==> config.mk <==
export PLATFORM = sky130hd
export DESIGN_NAME = seq_blink_monitor
export DESIGN_NICKNAME = d
export VERILOG_FILES = /design/src/rtl/seq_blink_pkg.sv /design/src/rtl/seq_blink_monitor_ch.sv /design/src/rtl/seq_blink_monitor.sv
export SDC_FILE = /design/constraint.sdc
export NUM_CORES = 1
export LEC_CHECK = 0
export CAP_MARGIN = 40
export CORE_MARGIN = 10
export CORE_UTILIZATION = 58
export CTS_CLUSTER_SIZE = 12
export DETAILED_ROUTE_END_ITERATION = 8
export HOLD_SLACK_MARGIN = 0.02
export PLACE_DENSITY = 0.8
export SKIP_LAST_GASP = 1
export SYNTH_ARGS = -nofsm -noshare
export SYNTH_HDL_FRONTEND = slang
export SYNTH_HIERARCHICAL = 1
export SYNTH_SLANG_ARGS = --single-unit
==> constraint.sdc <==
create_clock -name i_clk -period 3.36 [get_ports i_clk]
set_input_delay 0.84 -clock i_clk [delete_from_list [all_inputs] [get_ports i_clk]]
set_output_delay 0.84 -clock i_clk [all_outputs]
set_load 0.005 [all_outputs]
Fig. 1: placed cells, one color a class
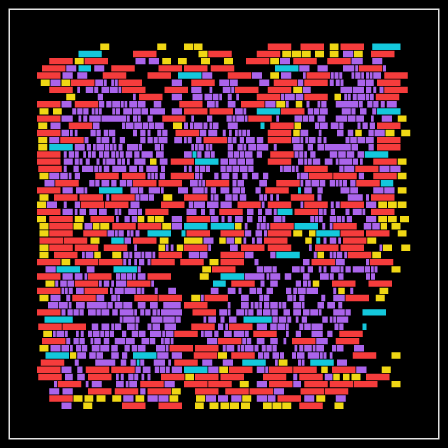
| class | color | cells | share of their area |
|---|---|---|---|
| registers | red | 215 | 40% |
| clock drivers and dummy loads | cyan | 39 | 5.9% |
| remaining logic cells | purple | 866 | 45% |
| remaining buffers and delay cells | yellow | 133 | 9.5% |
sequential share of cell area: 39.0%
Rows: 51
CORE AREA: 19700 um^2
design area: 13800 um^2

Fig. 2: routing congestion map
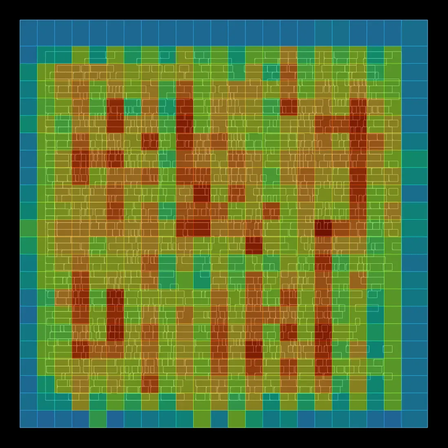
Routed wire per std cell: 17.5 um
final core occ: 70.1%

Fig. 3: I/O nets highlighted
Bar = 50 um.
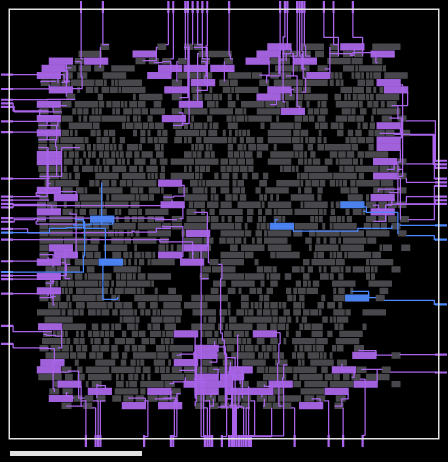
| port | color | bits | direction | edge | end cells | buffers | wire |
|---|---|---|---|---|---|---|---|
| o_err | blue | 5 | output | 3 right, 2 left | 5 | 5 | 299 um |
| o_period | purple | 80 | output | 26 bottom, 22 left, 21 top, 11 right | 80 | 80 | 3090 um |
Port Buffers: 107
# IOs: 108

Fig. 4: power grid
Bar = 50 um. Pins as bars on the die edge.
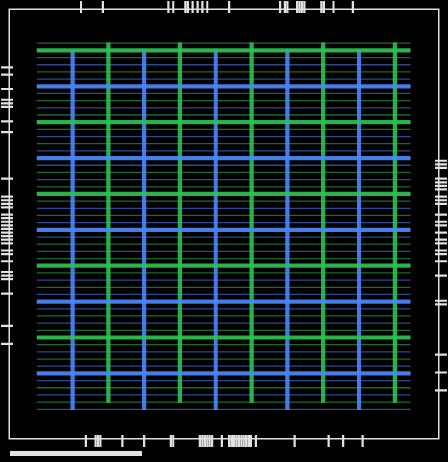
| net | color |
|---|---|
| VSS | blue |
| VDD | green |
met5 straps: 10
signal pins: 108
met1 rails: 52
met4 straps: 10
DIE WIDTH: 162 um
Die Ht: 162 um
maximum vdd drop: 0.417 mV

Fig. 5: placement density heat map
Bar = 50 um. The die is cut into 16 by 16 equal tiles; black is low, pale yellow is high, 0 to 100% covered.
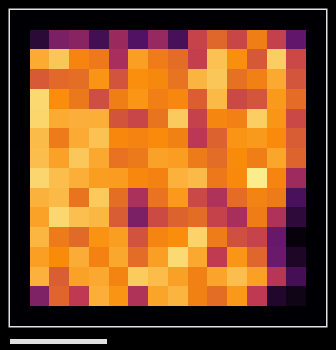
tiles over 75% full: 30%
emptiest ninth of the die: bottom right
mean over tiles: 51%
nearly empty tiles: 24%
fullest tile: 96%
FP Util: 59.7%

==> flow_summary.toml <==
# generated from flow reports
[placement]
dpl.cell_count = 1479
hpwl_um = 18800

[worst_hold_path]
hold_path_depth = 0

[synthesis]
top_cell = "dfrtp_1"
yosys.area_share.simple_pct = 19.7
fa_ha_area_share_pct = 3.09
synthTopCellsByArea = "dfrtp_1 46%, mux2_2 7.9%, xnor2_1 4.0%, nor2_1 3.9%, ha_1 3.1%"

[power]
seq_power_share_pct = 42.4
combPwrFrac_pct = 19.6

[clocking]
cts_setup_buffers = 0

[final_timing]
skew_ps = 25.7
setup_viol = 0
timing.fmax_mhz = 320

[run_status]
run_status = "completed"

[grt]
grt_use_met1_pct = 25.9
overflow = 0
grt_use_met2_pct = 34.4

[finish]
nNonClkInverters = 45
nonClkBufAreaFrac_pct = 9.28
clk_share_pct = 5.76
nFlopsAndLatches = 215
lay_top_count = "dfrtp_1"
n_all_buffers = 133

[setup_path]
crit_chain = "inv_1, ha_1, or3b_1, a211oi_1, mux2_2, a211o_1, or4b_4, nor3_4, a22o_2"
crit_family = "simple AND/OR/NAND/NOR gates"
crit_cells = 9
r2r_setup_slack_ps = 240
